**Supply network**

Bar = 20 um. Pins as bars on the die edge. Tap cells in grey.
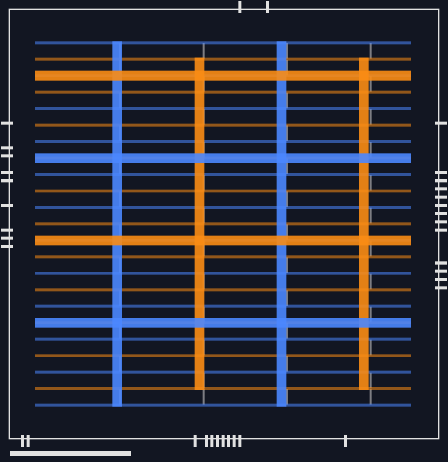
**Placed cells, one colour a class**

Bar = 20 um.
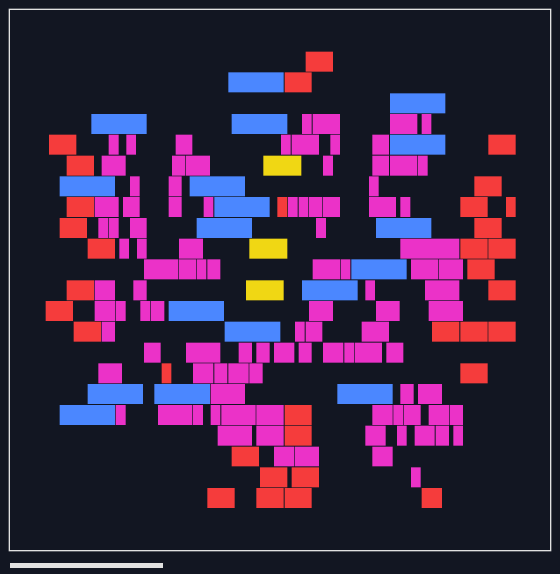
File: config.mk
export PLATFORM = sky130hd
export DESIGN_NAME = tank_arbiter
export DESIGN_NICKNAME = d
export VERILOG_FILES = /design/src/rtl/tank_arbiter.sv
export SDC_FILE = /design/constraint.sdc
export NUM_CORES = 1
export LEC_CHECK = 0
export CAP_MARGIN = 20
export CELL_PAD_IN_SITES_DETAIL_PLACEMENT = 0
export CELL_PAD_IN_SITES_GLOBAL_PLACEMENT = 2
export CORE_MARGIN = 4
export CORE_UTILIZATION = 27
export CTS_CLUSTER_DIAMETER = 200
export DETAILED_ROUTE_END_ITERATION = 7
export GPL_TIMING_DRIVEN = 0
export PLACE_DENSITY = 0.81
export SYNTH_ARGS = -nofsm -noshare
export SYNTH_HDL_FRONTEND = slang
export SYNTH_SLANG_ARGS = --single-unit
File: constraint.sdc
create_clock -name clk -period 5.4 [get_ports clk]
set_input_delay 1.08 -clock clk [delete_from_list [all_inputs] [get_ports clk]]
set_output_delay 1.08 -clock clk [all_outputs]
set_load 0.005 [all_outputs]
File: src/rtl/tank_arbiter.sv
// Round-robin arbiter for the shared wort line/tank, with overfill hysteresis and valve-settle gap.
// Latency: grant registered 1 cycle after request; release 1 cycle after condition; 1 GUARD cycle follows.
// Backpressure: requests are level-held by kettles; unserved requests wait through GUARD/FULL.
// Optional watchdog: define TANK_ARB_WATCHDOG_EN to add the hold counter and timeout release.
module tank_arbiter #(
  parameter int N_KETTLE  = 4,
  parameter int TANK_MAX  = 200,
  parameter int TANK_HYST = 20,
  parameter int TIMEOUT   = 255
) (
  input  logic                        clk,
  input  logic                        reset,
  input  logic [N_KETTLE-1:0]         req,
  input  logic [N_KETTLE-1:0]         done,
  input  logic [7:0]                  tank_level,
  output logic [N_KETTLE-1:0]         grant,
  output logic [$clog2(N_KETTLE)-1:0] grant_id,
  output logic                        busy,
  output logic                        tank_full,
  output logic                        timeout_err,
  output logic [7:0]                  xfer_count
);

  localparam int IW = $clog2(N_KETTLE);
  localparam logic [7:0] FULL_LVL   = 8'(TANK_MAX);
  localparam logic [7:0] RESUME_LVL = 8'(TANK_MAX - TANK_HYST);

  // Reject parameter sets the arbiter cannot honour.
  if (N_KETTLE < 2 || N_KETTLE > 8 || TIMEOUT < 2 || TANK_HYST >= TANK_MAX || TANK_MAX > 255) begin : g_param_check
    $error("tank_arbiter: unsupported parameter combination");
  end

  typedef enum logic [1:0] {
    IDLE   = 2'd0,
    ACTIVE = 2'd1,
    GUARD  = 2'd2,
    FULL   = 2'd3
  } state_t;

  state_t              state_q, state_n;
  logic [N_KETTLE-1:0] grant_q, grant_n;
  logic [IW-1:0]       gid_q, gid_n;
  logic [IW-1:0]       ptr_q, ptr_n;
  logic [7:0]          cnt_q, cnt_n;
  logic [IW-1:0]       win;
  logic                found;
  logic                rel;
  int                  idx;

`ifdef TANK_ARB_WATCHDOG_EN
  localparam int HW = $clog2(TIMEOUT);
  logic [HW-1:0] hold_q, hold_n;
  logic          terr_q, terr_n;
  assign timeout_err = terr_q;
`else
  assign timeout_err = 1'b0;
`endif

  assign grant      = grant_q;
  assign grant_id   = gid_q;
  assign xfer_count = cnt_q;
  assign busy       = (state_q == ACTIVE) || (state_q == GUARD);
  assign tank_full  = (state_q == FULL);

  // Next-state, round-robin winner search and release decisions.
  always_comb begin
    state_n = state_q;
    grant_n = grant_q;
    gid_n   = gid_q;
    ptr_n   = ptr_q;
    cnt_n   = cnt_q;
    found   = 1'b0;
    win     = '0;
    rel     = 1'b0;
    idx     = 0;
`ifdef TANK_ARB_WATCHDOG_EN
    hold_n  = hold_q;
    terr_n  = 1'b0;
`endif

    // First requester after the last winner, wrapping around.
    for (int i = 1; i <= N_KETTLE; i++) begin
      idx = int'(ptr_q) + i;
      if (idx >= N_KETTLE) idx = idx - N_KETTLE;
      if (!found && req[idx[IW-1:0]]) begin
        found = 1'b1;
        win   = idx[IW-1:0];
      end
    end

    case (state_q)
      IDLE: begin
        if (tank_level >= FULL_LVL) begin
          state_n = FULL;
        end else if (found) begin
          state_n      = ACTIVE;
          grant_n      = '0;
          grant_n[win] = 1'b1;
          gid_n        = win;
          ptr_n        = win;
`ifdef TANK_ARB_WATCHDOG_EN
          hold_n       = '0;
`endif
        end
      end
      ACTIVE: begin
        // Completion outranks overfill, which outranks the watchdog.
        if (done[gid_q] || !req[gid_q]) begin
          rel   = 1'b1;
          cnt_n = cnt_q + 8'd1;
        end else if (tank_level >= FULL_LVL) begin
          rel = 1'b1;
`ifdef TANK_ARB_WATCHDOG_EN
        end else if (hold_q == HW'(TIMEOUT - 1)) begin
          rel    = 1'b1;
          terr_n = 1'b1;
`endif
        end
        if (rel) begin
          state_n = GUARD;
          grant_n = '0;
          gid_n   = '0;
        end
`ifdef TANK_ARB_WATCHDOG_EN
        else if (hold_q != {HW{1'b1}}) begin
          hold_n = hold_q + HW'(1);
        end
`endif
      end
      GUARD: begin
        // Hysteresis also blocks re-grants when a completion left the tank nearly full.
        state_n = (tank_level >= RESUME_LVL) ? FULL : IDLE;
      end
      FULL: begin
        if (tank_level < RESUME_LVL) state_n = IDLE;
      end
      default: state_n = IDLE;
    endcase
  end

  // State and output registers, synchronous active-low reset.
  always_ff @(posedge clk) begin
    if (!reset) begin
      state_q <= IDLE;
      grant_q <= '0;
      gid_q   <= '0;
      ptr_q   <= IW'(N_KETTLE - 1);
      cnt_q   <= '0;
`ifdef TANK_ARB_WATCHDOG_EN
      hold_q  <= '0;
      terr_q  <= 1'b0;
`endif
    end else begin
      state_q <= state_n;
      grant_q <= grant_n;
      gid_q   <= gid_n;
      ptr_q   <= ptr_n;
      cnt_q   <= cnt_n;
`ifdef TANK_ARB_WATCHDOG_EN
      hold_q  <= hold_n;
      terr_q  <= terr_n;
`endif
    end
  end

endmodule

==> impl_metrics.yaml <==
# physical design summary
placement:
  place.port_buffers: 30
  gpl.final_weighted_congestion: 0.775
  post-dp-hpwl_mm: 1.96
  placedInstanceArea_sq_um: 1420
setup_path:
  timing.critical_path.to_type: "register"
  crit_chain: "clkdlybuf4s50_1 -> o311ai_0 -> o41ai_1 -> a21oi_2 -> mux2i_1"
  startpoint_type: "input port"
  worst_path_largest_cell_delay_ns: 0.86
  cp.required_ns: 5.58
  cpMaxStageDelayCell: "sky130_fd_sc_hd__o311ai_0"
  timing.critical_path.depth: 5
  crit_family: "AND-OR/OR-AND gates"
  critical_path.max_fanout: 6
  cp.buffers_inverters: 1
  regToRegStartpoint: "grant_id[1]$_SDFFE_PN0P_"
  critPathLaunch: "tank_level[4]"
  worst_r2r_path_depth: 5
  timing.setup.critical_path_class: "input port to register"
  critical_path_data_arrival_time_ns: 3.31
yosys:
  avgSynthCellArea_sq_um: 8.56
  asyncSetResetFlopFracSynth_pct: 0
  enable_flop_cells: 0
  number_of_nets_in_the_synthesized_netlist: 148
  synth_stat.cells: 124
  yosys-stat-area_sq_um: 1060
  number_of_warnings_printed_during_yosys_synthesis: 0
  ys_seq_share_pct: 34.0
  ys.flops: 18
  synth.lib_cells_used.distinct: 40
  synthFlopType: "sky130_fd_sc_hd__dfxtp_1"
  syn-cell-area_sq_um: 1060
  syn-instance-count: 124
flow_run:
  max_cap_check_violation_count: 0
  log.warning_count: 32
timing:
  max_slew_margin_pct: 34.0
  number_of_slew_limit_violations_in_the_final_report: 0
  whs_ns: 0.461
  setup_viol_count_final: 0
  rsz0062_at_grt: "false"
  finalCriticalPeriod_ns: 3.13
  worst_slew_pin_slew_ns: 0.978
  finalHoldViolCount: 0
  accumulated_negative_setup_slack_ns: 0
  setup_clock_skew_after_layout_ns: 0.00541
  timing.final.crit_share_pct: 57.9
  clock.fmax_mhz: 320
drt:
  routed_via_density: 4.88
  wire_per_inst_um: 12.9
  dr_total_vias: 1000
  drt_iter0_drc: 39
  drt.antenna.violating_nets: 0
  drt_pass1_iterations: 4
  wirelength_mm: 2.65
clock_network:
  cts_setup_buffers: 0
  cts.path.max_buffers: 2
  cts_hold_buf: 0
  ctsRootBufferMaster: "sky130_fd_sc_hd__clkbuf_8"
  post_cts_resized: 0
  clock_tree.htree_level_count: 1
  cts_inserted_buffers: 3
  clkSlewWorstSetupHoldPaths_ns: 0.07
  clkSinkCount: 18
  tritoncts: "yes"
  clock_latency_ns: 0.25
floorplan:
  design.die.area_sq_um: 5000
  ioPinCount: 35
  fp_util_pct: 28.6
grt:
  initial_antenna_violation_count: 0
  grt_max_degree: 11
  grt_first_pass_wirelength_mm: 4.44
  grt_overflow_total: 0
  grt_use_total_pct: 10.7
  grt_pass1_vias: 985
final_layout:
  antenna_cells: 0
  regArea_sq_um: 360
  combGateArea_sq_um: 663
  area.growth.synth_to_final_pct: 37.9
  most-common-layout-cells: "sky130_fd_sc_hd__clkdlybuf4s50_1 (30), sky130_fd_sc_hd__dfxtp_1 (18), sky130_fd_sc_hd__nand2_1 (17)"
  nets: 183
  layout-drive-gt1-share_pct: 5.10
  layout_top_cell_excl_fill_tap: "sky130_fd_sc_hd__clkdlybuf4s50_1"
min_path:
  timing.hold.worst_path_depth: 2
  hold_path.class: "register to register"
  timing.hold.worst.start: "grant[0]$_SDFFE_PN0P_"
pwr:
  power-per-cell-area_nw_per_um2: 386
  total_power_mw: 0.565
  cellLeakagePower_nw: 0.570
  vdd.ir_drop.worst_v: 0.000170
run_status:
  run_status: "finished clean"
Back to the opening pictures, 'supply network':
| net | colour |
|---|---|
| VSS | blue |
| VDD | orange |
met5 straps: 4
rows: 22
met4 straps: 4
x dimension of the die: 70.7 um
core region area: 3720 sq um

Back to the opening pictures, 'placed cells, one colour a class':
| class | colour | cells | share of their area |
|---|---|---|---|
| all other logic | magenta | 102 | 49% |
| flops | blue | 18 | 26% |
| other buffers and delay cells | red | 34 | 23% |
| cells driving clock nets | yellow | 3 | 2.9% |
flip-flop and latch share of the layout cell area: 24.6%
post-layout utilization of the core: 39.4%
Row Count: 22
design area: 1460 sq um

[synth_stat cells (all sizes together) (3+ instances only)]
library cell	count	area, sq um
nand2b	3	18.8
dfxtp	18	360
nor3	3	15.0
nand3	5	25.0
mux2i	8	80.1
xor2	5	43.8
nor2	10	37.5
ha	6	75.1
inv	5	18.8
nand2	18	70.1
clkbuf	3	11.3
o21ai	3	15.0
a21oi	6	33.8
[final timing paths]
kind | endpoint | slack (ns)
setup / recovery | grant[3]$_SDFFE_PN0P_ | 2.27
setup reg to reg | xfer_count[7]$_SDFFE_PN0P_ | 3.32
hold / removal | grant[0]$_SDFFE_PN0P_ | 0.46
hold reg to reg | grant[0]$_SDFFE_PN0P_ | 0.46
[cell type report]
cell class,instances,area share [%]
Tap cell,48,4.11
Buffer,4,1.28
Timing Repair Buffer,30,20.5
Clock buffer,3,2.82
Multi-Input combinational cell,97,45.3
Sequential cell,18,24.6
Inverter,5,1.28
[kinds of logic (layout without fill, tap and decap cells)]
kind of cell             Yosys count  in the layout  synth area share (%)
AND-OR/OR-AND                     22             22                  14.5
XOR/XNOR                           5              5                  4.13
adder cells (fa/ha/maj)            6              6                  7.08
buffers and inverters              9             42                  3.54
flip-flops                        18             18                  34.0
multiplexers                       8              8                  7.55
other                              1              1                 0.353
AND/OR/NAND/NOR                   55             55                  28.9
[stage by stage]
stage,cells,setup slack (ns),utilization [%]
6_report,205,2.27,39.4
5_1_grt,205,2.07,39.4
4_1_cts,205,2.27,39.4
3_5_place_dp,202,2.03,38.2
3_3_place_gp,202,2.05,38.2
2_1_floorplan,124,2.86,-
[metal layers]
| metal | up-vias | wire [um] | track usage (%) |
|---|---|---|---|
| met1 | 464 | 1290 | 14.1 |
| met4 | 0 | 10 | 3.13 |
| met3 | 2 | 149 | 2.84 |
| li1 | 510 | - | - |
| met5 | - | 0 | 0 |
| met2 | 24 | 1200 | 17.2 |
[state kept, by name (all words and copies together), names as in the netlist]
signal      count
xfer_count      8
grant_id        2
grant           4
ptr_q           2
state_q         2
[worst register-to-register path: cells and delay by family (launching register included)]
kind | cells | cell delay [ns]
AND-OR/OR-AND | 1 | 0.16
flip-flops | 1 | 0.40
AND/OR/NAND/NOR | 4 | 1.45
[power by group]
group | switching, mW | total [mW] | internal (mW)
Sequential | 0.0320 | 0.198 | 0.166
Combinational | 0.133 | 0.274 | 0.141
Clock | 0.0441 | 0.0936 | 0.0495
Total | 0.209 | 0.565 | 0.356
Power is estimated from default activity; no workload was simulated.
